**Run 1: cell area per tile**

The die is cut into 22 by 22 equal tiles; black is low, pale yellow is high, 0 to 100% covered.
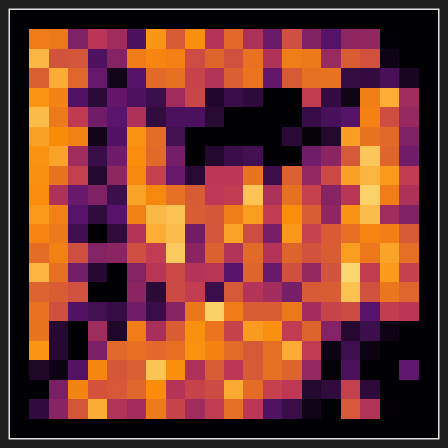
**Run 1: cells colored by class**

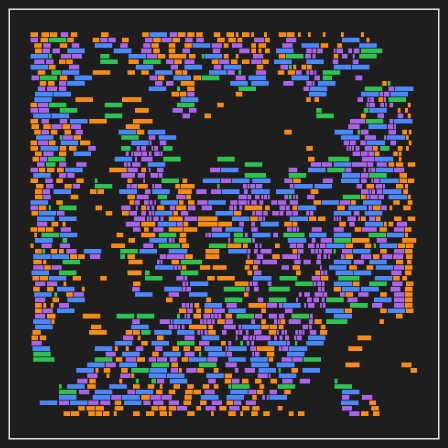
**Run 1: wires at chosen ports, followed through buffers**

Bar = 50 um.
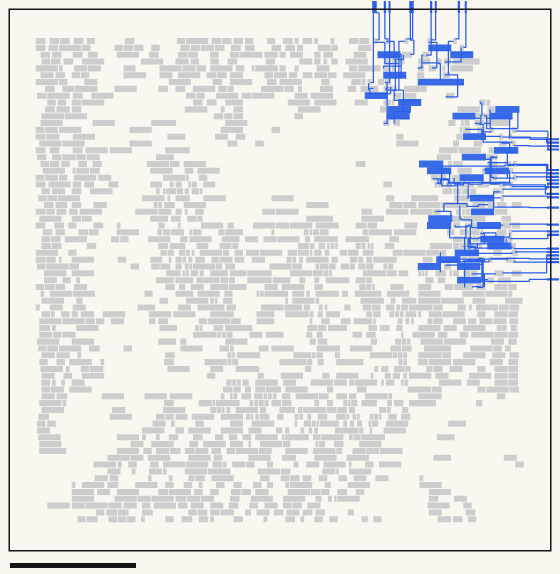
**Run 1: track usage over the die**

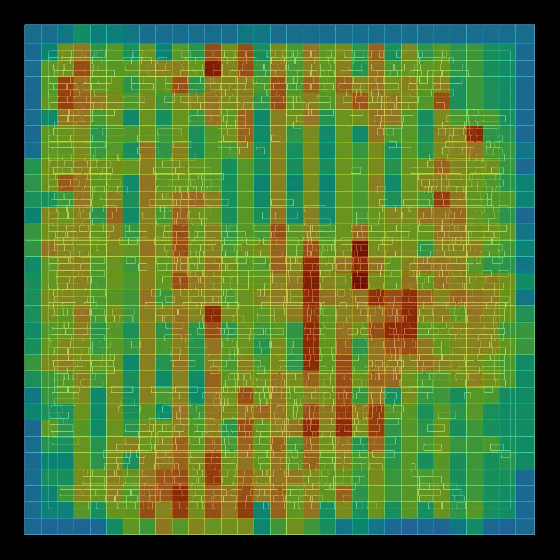
`config.mk`:
```
export PLATFORM = sky130hd
export DESIGN_NAME = fetch_sequencer
export DESIGN_NICKNAME = d
export VERILOG_FILES = /design/src/rtl/fetch_sequencer.sv
export SDC_FILE = /design/constraint.sdc
export NUM_CORES = 1
export LEC_CHECK = 0
export CAP_MARGIN = 20
export CORE_MARGIN = 10
export CORE_UTILIZATION = 25
export CTS_CLUSTER_DIAMETER = 30
export CTS_CLUSTER_SIZE = 24
export DETAILED_ROUTE_END_ITERATION = 8
export GPL_TIMING_DRIVEN = 1
export PLACE_DENSITY_LB_ADDON = 0.3
export SETUP_SLACK_MARGIN = 0.5
export SYNTH_ARGS = -nofsm -noshare
export SYNTH_HDL_FRONTEND = slang
export SYNTH_SLANG_ARGS = --single-unit
```
`constraint.sdc`:
```
create_clock -name clk -period 1.9 [get_ports clk]
set_input_delay 0.19 -clock clk [delete_from_list [all_inputs] [get_ports clk]]
set_output_delay 0.19 -clock clk [all_outputs]
set_load 0.02 [all_outputs]
```
`src/rtl/fetch_sequencer.sv`:
```
// rtl/fetch_sequencer.sv - multi-cycle fetch/exec/store/writeback instruction sequencer
module fetch_sequencer #(
  parameter int                ADDR_W   = 32,
  parameter int                DATA_W   = 32,
  parameter logic [ADDR_W-1:0] RESET_PC = '0,
  parameter int                PC_STEP  = 1,
  parameter int                TIMEOUT  = 255
) (
  input  logic              clk,
  input  logic              rst_n,
  output logic              mem_req,
  output logic              mem_we,
  output logic [ADDR_W-1:0] mem_addr,
  output logic [DATA_W-1:0] mem_wdata,
  input  logic              mem_ready,
  input  logic [DATA_W-1:0] mem_rdata,
  output logic [DATA_W-1:0] instr,
  output logic              instr_valid,
  input  logic              exec_done,
  input  logic              branch_taken,
  input  logic [ADDR_W-1:0] branch_target,
  input  logic              store_req,
  input  logic [ADDR_W-1:0] store_addr,
  input  logic [DATA_W-1:0] store_data,
  output logic [ADDR_W-1:0] pc,
  output logic [31:0]       instr_count,
  output logic              fault
);

  typedef enum logic [2:0] {
    S_BOOT  = 3'd0,
    S_FETCH = 3'd1,
    S_EXEC  = 3'd2,
    S_STORE = 3'd3,
    S_WB    = 3'd4,
    S_HALT  = 3'd5
  } state_t;

  // Watchdog only needs to count 0..TIMEOUT-1; the last value is the final allowed wait.
  localparam int                WD_W    = (TIMEOUT < 2) ? 1 : $clog2(TIMEOUT);
  localparam bit                WD_EN   = (TIMEOUT != 0);
  localparam logic [WD_W-1:0]   WD_LAST = WD_W'((TIMEOUT > 0) ? TIMEOUT - 1 : 0);
  localparam logic [WD_W-1:0]   WD_ONE  = WD_W'(1);
  localparam logic [ADDR_W-1:0] PC_INC  = ADDR_W'(PC_STEP);

  state_t              state_q, state_d;
  logic [ADDR_W-1:0]   pc_q, pc_d;
  logic [DATA_W-1:0]   instr_q, instr_d;
  logic                valid_q, valid_d;
  logic                br_taken_q, br_taken_d;
  logic [ADDR_W-1:0]   br_target_q, br_target_d;
  logic [ADDR_W-1:0]   st_addr_q, st_addr_d;
  logic [DATA_W-1:0]   st_data_q, st_data_d;
  logic [31:0]         count_q, count_d;
  logic [WD_W-1:0]     wd_q, wd_d;

  // State and datapath registers; reset forces BOOT so requests drop immediately.
  always_ff @(posedge clk or negedge rst_n) begin
    if (!rst_n) begin
      state_q     <= S_BOOT;
      pc_q        <= RESET_PC;
      instr_q     <= '0;
      valid_q     <= 1'b0;
      br_taken_q  <= 1'b0;
      br_target_q <= '0;
      st_addr_q   <= '0;
      st_data_q   <= '0;
      count_q     <= '0;
      wd_q        <= '0;
    end else begin
      state_q     <= state_d;
      pc_q        <= pc_d;
      instr_q     <= instr_d;
      valid_q     <= valid_d;
      br_taken_q  <= br_taken_d;
      br_target_q <= br_target_d;
      st_addr_q   <= st_addr_d;
      st_data_q   <= st_data_d;
      count_q     <= count_d;
      wd_q        <= wd_d;
    end
  end

  // Next-state, memory handshake, watchdog and writeback logic.
  always_comb begin
    state_d     = state_q;
    pc_d        = pc_q;
    instr_d     = instr_q;
    valid_d     = 1'b0;
    br_taken_d  = br_taken_q;
    br_target_d = br_target_q;
    st_addr_d   = st_addr_q;
    st_data_d   = st_data_q;
    count_d     = count_q;
    wd_d        = wd_q;
    mem_req     = 1'b0;
    mem_we      = 1'b0;
    mem_addr    = pc_q;
    mem_wdata   = '0;
    case (state_q)
      S_BOOT: begin
        wd_d    = '0;
        state_d = S_FETCH;
      end
      S_FETCH: begin
        mem_req = 1'b1;
        if (mem_ready) begin
          instr_d = mem_rdata;
          valid_d = 1'b1;
          state_d = S_EXEC;
        end else if (WD_EN && (wd_q == WD_LAST)) begin
          state_d = S_HALT;
        end else begin
          wd_d = wd_q + WD_ONE;
        end
      end
      S_EXEC: begin
        if (exec_done) begin
          br_taken_d  = branch_taken;
          br_target_d = branch_target;
          if (store_req) begin
            st_addr_d = store_addr;
            st_data_d = store_data;
            wd_d      = '0;
            state_d   = S_STORE;
          end else begin
            state_d = S_WB;
          end
        end
      end
      S_STORE: begin
        mem_req   = 1'b1;
        mem_we    = 1'b1;
        mem_addr  = st_addr_q;
        mem_wdata = st_data_q;
        if (mem_ready) begin
          state_d = S_WB;
        end else if (WD_EN && (wd_q == WD_LAST)) begin
          state_d = S_HALT;
        end else begin
          wd_d = wd_q + WD_ONE;
        end
      end
      S_WB: begin
        pc_d    = br_taken_q ? br_target_q : (pc_q + PC_INC);
        count_d = count_q + 32'd1;
        wd_d    = '0;
        state_d = S_FETCH;
      end
      S_HALT: begin
        state_d = S_HALT;
      end
      default: begin
        state_d = S_BOOT;
      end
    endcase
  end

  assign instr       = instr_q;
  assign instr_valid = valid_q;
  assign pc          = pc_q;
  assign instr_count = count_q;
  assign fault       = (state_q == S_HALT);

endmodule

```
==> flow_metrics.tcl, run 1 <==
# implementation run metrics
set metrics [dict create \
    syn_area_sq_um 9510 \
    status "complete, but fails checks" \
    clock_cell_area_share_pct 12.2 \
    cellLeakagePower_uw 0.00834 \
    post-place-ws_ns -0.129 \
    clkbuf_count 82 \
    setup_viol 65 \
    vias_per_cell 4.54 \
    failed_checks "negative setup slack" \
    row_count 71 \
    design.core.area_sq_um 37600 \
    timing.fmax_ghz 0.443 \
    hold_viol 0 \
    n_all_buffers 448 \
    crit_path_max_incr_delay_ns 0.37 \
    finalNetCount 1396 \
    min_delay_path_depth 3 \
    yosysWarnings 0 \
    synthArstFlopShare_pct 100 \
    fin_crit_sh_pct 119 \
    drc 0 \
    rsz0062_at_grt "yes" \
    max_cap_violations 0 \
    hold_path.startpoint "branch_taken" \
    grt_pass1_wl_mm 51.6 \
    wl_met1_mm 15.3 \
    endpoint "mem_addr[14]" \
    simple_gate_share_pct 13.5 \
    ys_top_logic_family "multiplexers" \
    stage_log_warnings 30 \
    fin_ws_ns -0.359 \
    inverters 6 \
    worstSkewPairLatency_ns 0.58 \
    synth_nets 929 \
    grt_max_degree 78 \
    r2r_start "state_q[0]" \
    bufAreaShareNonClock_pct 26.4 \
    r2r.worst_path.cells 8 \
    grt_overflow 0 \
    cts_resized 585 \
    largest_area_cell "dfrtp_1" \
    largest_class "logic gates" \
    regArea_sq_um 5180 \
    edf_count 0 \
]
## Picture notes: 'cell area per tile'
fullest tile: 91%
nearly empty tiles: 25%
tiles over 75% full: 11%
mean over tiles: 38%
emptiest ninth of the die: south-east

## Picture notes: 'cells colored by class'
legend:
  green:
    class: clock drivers and dummy loads
    cells: 115
    share_of_their_area: 13%
  blue:
    class: flip-flops
    cells: 205
    share_of_their_area: 30%
  orange:
    class: other buffers and delay cells
    cells: 448
    share_of_their_area: 27%
  purple:
    class: all other logic
    cells: 542
    share_of_their_area: 30%

## Picture notes: 'wires at chosen ports, followed through buffers'
legend:
  blue:
    port: `instr_count`
    direction: output
    edge: 22 east, 10 north
    end_cells: 32
    buffers: 34
    wire: 1530 um
Ports: 298
IO Port Bufs: 297

## Picture notes: 'track usage over the die'
met2 Use GR: 23.3%
Routed WL per cell: 19.9 um
most used routing layer: met2
total track usage: 14.1%
M1 GR Usage: 16.5%

-- run 1: cells in the mapped netlist (all sizes together), types with 3 or more instances --
| master | n |
|---|---|
| o211ai | 6 |
| o22ai | 3 |
| clkbuf | 17 |
| o21ai | 32 |
| inv | 6 |
| o31ai | 4 |
| nor4 | 5 |
| nand2b | 4 |
| a311oi | 3 |
| nand3 | 29 |
| nor2 | 29 |
| xnor2 | 22 |
| mux2 | 158 |
| and3 | 50 |
| and4 | 7 |
| xor2 | 10 |
| mux2i | 6 |
| or2 | 3 |
| a211oi | 7 |
| buf | 28 |
| nand2 | 58 |
| nand4 | 12 |
| and2 | 5 |
| a22oi | 3 |
| or3 | 5 |
| dfrtp | 205 |
| nor3 | 13 |
| a21oi | 29 |
| ha | 4 |
-- run 1: power breakdown --
| group | leakage, uW | switching (uW) | internal [uW] |
|---|---|---|---|
| Combinational | 0.00475 | 6000 | 7650 |
| Sequential | 0.00251 | 1210 | 6170 |
| Clock | 0.00108 | 2940 | 7820 |
-- run 1: through the flow --
step                cells  total power (uW)  hold WS, ns
floorplan             791             13400       -0.106
global placement     1617             18100        0.220
detailed placement   1617             18300        0.228
CTS                  1766             30000        0.149
global route         1821             33400        0.186
finish               1822             31800        0.181
-- run 1: critical path, delay by kind of cell (launching register included) --
family / cells / cell delay (ns)
flip-flops: 1 / 0.37
multiplexers: 1 / 0.30
AND/OR/NAND/NOR: 2 / 0.34
buffers and inverters: 4 / 0.48
-- run 1: registers in the layout (all words and copies together), names as in the netlist --
signal       cells
st_addr_q       32
instr_valid      1
br_taken_q       1
state_q          3
br_target_q     32
instr           32
st_data_q       32
instr_count     32
pc              32
wd_q             8
**Run 1: drive-strength map**

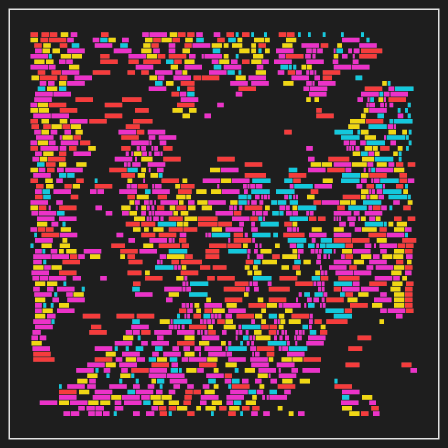

## Run 2: what changed since run 1
--- a/config.mk
+++ b/config.mk
@@ -5,9 +5,11 @@
 export SDC_FILE = /design/constraint.sdc
 export NUM_CORES = 1
 export LEC_CHECK = 0
+export ABC_AREA = 1
 export CAP_MARGIN = 20
 export CORE_MARGIN = 10
 export CORE_UTILIZATION = 25
+export CTS_BUF_LIST = sky130_fd_sc_hd__clkbuf_16
 export CTS_CLUSTER_DIAMETER = 30
 export CTS_CLUSTER_SIZE = 24
 export DETAILED_ROUTE_END_ITERATION = 8
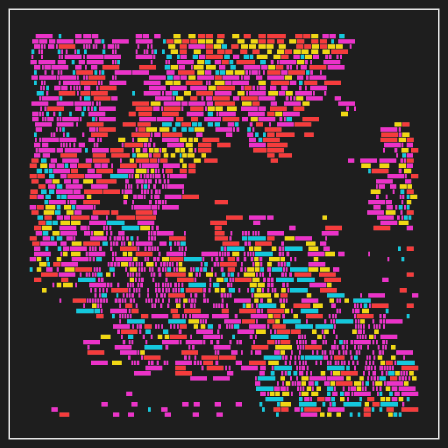
**Above:** run 2 (drive-strength map).
legend:
  red:
    size: drive 6 and up
    cells: 256
    share: 13%
  yellow:
    size: drive 3 to 4
    cells: 251
    share: 13%
  cyan:
    size: drive 2
    cells: 219
    share: 11%
  magenta:
    size: drive 1 or less
    cells: 1188
    share: 62%
post-route cell area: 19600 sq um
area delta synth->final: 87.3%
nonclk buf count: 467
post-route setup slack: -0.287 ns

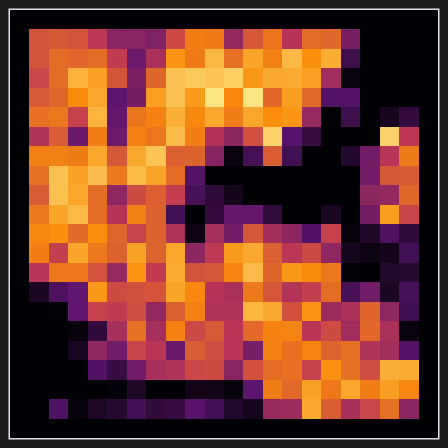
**Above:** run 2 (cell area per tile).
The die is cut into 22 by 22 equal tiles; black is low, pale yellow is high, 0 to 100% covered.
mean over tiles: 38%
nearly empty tiles: 29%
emptiest ninth of the die: south-west
fullest tile: 94%
tiles over 75% full: 14%
initial core utilization: 25.4%
core area: 41100 sq um
final core occ: 47.6%

==> flow_metrics.tcl, run 2 <==
# implementation run metrics
set metrics [dict create \
    status "complete, but fails checks" \
    failed_checks "negative setup slack" \
    grt_overflow 0 \
    port_buffers 297 \
    timing.fmax_ghz 0.457 \
    grt_pass1_wl_mm 64.6 \
    worstSkewPairLatency_ns 0.59 \
    fin_crit_sh_pct 115 \
    common_cells "487 x nand2_1, 205 x dfrtp_1, 179 x nor2_1" \
    wire_per_inst_um 19.7 \
    worst_pin_slew_ns 0.570 \
    top_cell "nand2_1" \
    via_count 11200 \
    critical-path-top-delay-family "buffers and inverters" \
    setup_viol 65 \
    largest_area_cell "dfrtp_1" \
    row_count 74 \
    crit_path_max_incr_delay_ns 0.35 \
    crit_buf_inv 6 \
    post-place-ws_ns -0.156 \
    rsz0062_at_grt "yes" \
    stage_log_warnings 30 \
    synthArstFlopShare_pct 100 \
    ys_sh_xor_pct 1.84 \
    ys_top_logic_family "simple AND/OR/NAND/NOR gates" \
    start_kind "flip-flop" \
    grt_max_degree 50 \
    vias_per_cell 4.58 \
    combPwrFrac_pct 44.5 \
    edf_count 0 \
    holdWs_ns 0.128 \
    swShare_pct 38.9 \
    place_inst 2191 \
    drc 0 \
    period_needed_ns 2.19 \
    syn_area_sq_um 10500 \
    power.internal_uw 19600 \
    p_sw_uw 12500 \
    cellLeakagePower_uw 0.00949 \
    design_power_total_uw 32100 \
    hold_viol 0 \
    yosysWarnings 0 \
    finalNetCount 1997 \
    critPathArrivalTime_ns 2.00 \
    instances_no_fill 2447 \
    simple_gate_share_pct 28.9 \
    synth_nets 1508 \
    max_cap_violations 0 \
    fin_ws_ns -0.287 \
    grt.total_usage_pct 16.7 \
]
[run 2: worst register-to-register path: cells and delay by family, from the launching register on]
kind / cells / cell delay (ns)
xor+xnor: 1 / 0.16
flops: 1 / 0.38
buf+inv: 3 / 0.42
simple gates: 5 / 0.80
[run 2: worst paths after layout]
path / slack (ns) / cells after the start / to / startpoint
hold reg to reg: 0.47 / 2 / instr[18] / instr[18]
setup / recovery: -0.29 / 10 / mem_addr[19] / state_q[0]
setup reg to reg: 0.05 / 9 / instr_count[17] / state_q[0]
min in group clk: 0.14 / 3 / instr[28] / mem_rdata[28]
hold / removal: 0.13 / 2 / pc[25] / rst_n
max in group asynchronous: 1.05 / 3 / wd_q[0] / rst_n
[run 2: power groups by stage]
stage                     combinational, uW  clock (uW)  sequential (uW)
after floorplan                        5140           0             7890
after global placement                10700           0             7460
after detailed placement              10800           0             7460
after CTS                             11700       10400             7470
after global routing                  15300       10700             7780
final                                 14300       10200             7560
[run 2: stage by stage]
stage,util (%),instance area [sq um]
floorplan,-,10900
global placement,35.6,14600
detailed placement,35.6,14600
CTS,42.1,17300
global route,47.6,19600
finish,47.6,19600
[run 2: repair_timing]
item	CTS	global route
hold buffers	1	0
cloned	8	32
gates resized	833	390
setup endpoints to repair	334	334
buffers inserted	36	53
pin swaps	7	65
endpoints found under the hold margin	188	0
[run 2: routing by layer]
metal	share of wire, %	global-route usage (%)	vias up
met4	2.6	6.60	4
met1	42	20.5	5457
met5	0.056	0	-
li1	-	-	5311
met3	7.0	5.44	84
met2	48	26.8	361
[run 2: area by class of cell]
cell class | instances | area (sq um)
timing repair buffer | 467 | 5120
inverter | 146 | 611
fill | 3881 | 21500
antenna | 1 | 2.50
multi-input combinational | 971 | 5860
clock inverter | 55 | 395
clock buffer | 70 | 1750
tap | 532 | 666
sequential | 205 | 5180
**Run 2: cells colored by class**

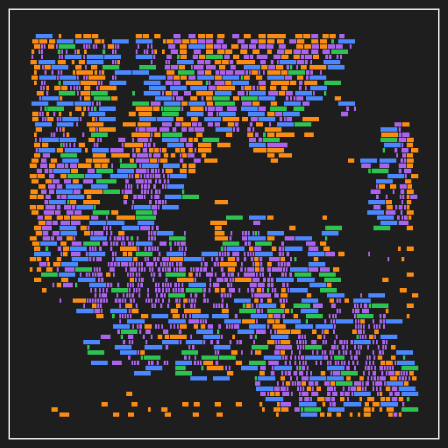

## Run 3: what changed since run 2
--- a/config.mk
+++ b/config.mk
@@ -7,7 +7,8 @@
 export LEC_CHECK = 0
 export ABC_AREA = 1
 export CAP_MARGIN = 20
-export CORE_MARGIN = 10
+export CELL_PAD_IN_SITES_DETAIL_PLACEMENT = 2
+export CELL_PAD_IN_SITES_GLOBAL_PLACEMENT = 2
 export CORE_UTILIZATION = 25
 export CTS_BUF_LIST = sky130_fd_sc_hd__clkbuf_16
 export CTS_CLUSTER_DIAMETER = 30
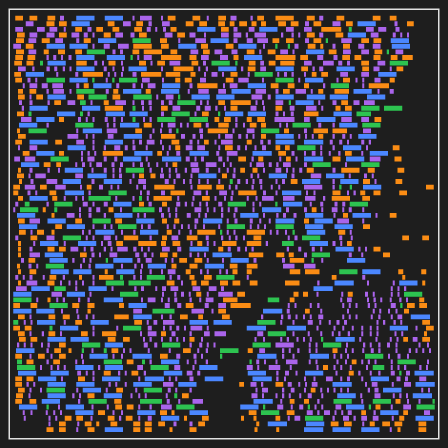
**Above:** run 3 (cells colored by class).
Seq area share: 27.2%
core area: 41000 sq um
Cell Rows: 74
final core occ: 46.4%

==> flow_metrics.tcl, run 3 <==
# implementation run metrics
set metrics [dict create \
    status "complete, but fails checks" \
    failed_checks "design-rule violations, negative setup slack" \
    grt_overflow 0 \
    worstReg2RegEnd "pc[9]" \
    endpoint "mem_wdata[15]" \
    setup_viol 98 \
    cellLeakagePower_uw 0.00910 \
    power_frac_clock_pct 33.1 \
    fin_ws_ns -0.455 \
    swShare_pct 40.5 \
    synth_nets 1508 \
    hold_viol 0 \
    pg_comb_uw 14400 \
    edf_count 0 \
    fill_cells 4347 \
    period_needed_ns 2.35 \
    power.internal_uw 19600 \
    io_pins 298 \
    synthArstFlopShare_pct 100 \
    fp_util_pct 25.5 \
    grt_max_degree 47 \
    comb_area_sq_um 5570 \
    finalNetCount 1977 \
    drc 8 \
    via_count 11900 \
    holdWs_ns 0.125 \
    rrSetupSlack_ns -0.13 \
    area_growth_pct 81.9 \
    start_kind "flip-flop" \
    holdBufCountCts 1 \
    worstSkewPairLatency_ns 0.61 \
    worst_pin_slew_ns 0.530 \
    p_sw_uw 13400 \
]
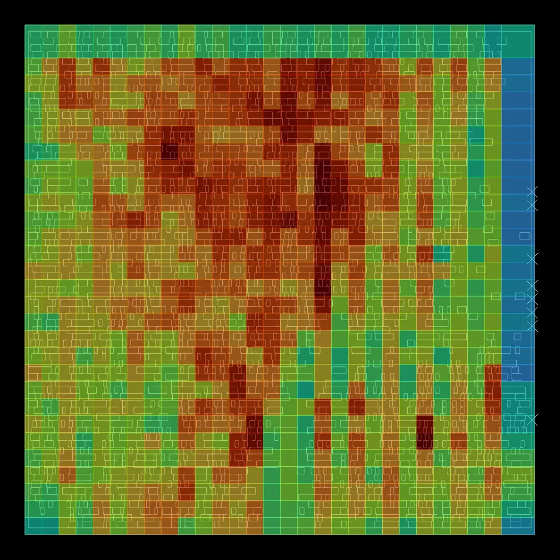
**Above:** run 3 (track usage over the die).
met2 Use GR: 39.5%
total track usage: 23.7%
M1 GR Usage: 28.6%

-- run 3: netlist changes by cell type in the layout (fill, tap and decap cells not counted), moves of 6 or more --
cell / delta
nor2_4: -21
nand2_4: -9
clkbuf_16: -13
clkbuf_2: -6
a21oi_2: -14
nand2_1: +14
o21ai_0: +11
clkdlybuf4s50_1: +27
o21ai_2: -10
a21oi_1: +12
buf_2: -14
nor2_1: +24
-- run 3: area by class of cell --
cell class	count	share of cell area [%]
repair buffers	444	25.2
clock inverters	58	2.36
flip-flops and latches	205	27.2
multi-input cells	971	29.3
diodes	1	0.0132
well taps	532	3.50
inverters	146	3.08
clock buffers	71	9.34
-- run 3: worst min-delay path by stage --
| stage | from | to | cells past startpoint |
|---|---|---|---|
| 6_report | rst_n | pc[6] | 2 |
| 5_1_grt | mem_rdata[20] | instr[20] | 3 |
| 4_1_cts | mem_rdata[2] | instr[2] | 3 |
| 3_5_place_dp | rst_n | br_target_q[1] | 1 |
| 3_3_place_gp | rst_n | br_target_q[0] | 1 |
| 2_1_floorplan | rst_n | br_taken_q | 0 |
-- run 3: metal layers --
layer,share of wire (%),GRT usage [%]
met3,6.0,6.64
met4,4.1,10.1
met1,40,28.6
met2,50,39.5
met5,0.019,0
-- run 3: worst max-delay path, delay by kind of cell, from the launching register on --
kind	cells	cell delay, ns
buffers and inverters	7	0.75
flip-flops	1	0.40
AND/OR/NAND/NOR	3	0.41
-- run 3: through the flow --
step                util, %  cells  instance area, sq um  power [uW]
floorplan                 -   1370                 10900       13000
global placement       35.8   2198                 14700       18000
detailed placement     35.8   2198                 14700       18400
CTS                    43.3   2375                 17800       30600
global route           46.4   2428                 19000       34300
finish                 46.4   2428                 19000       33000
Power is estimated from default activity; no workload was simulated.
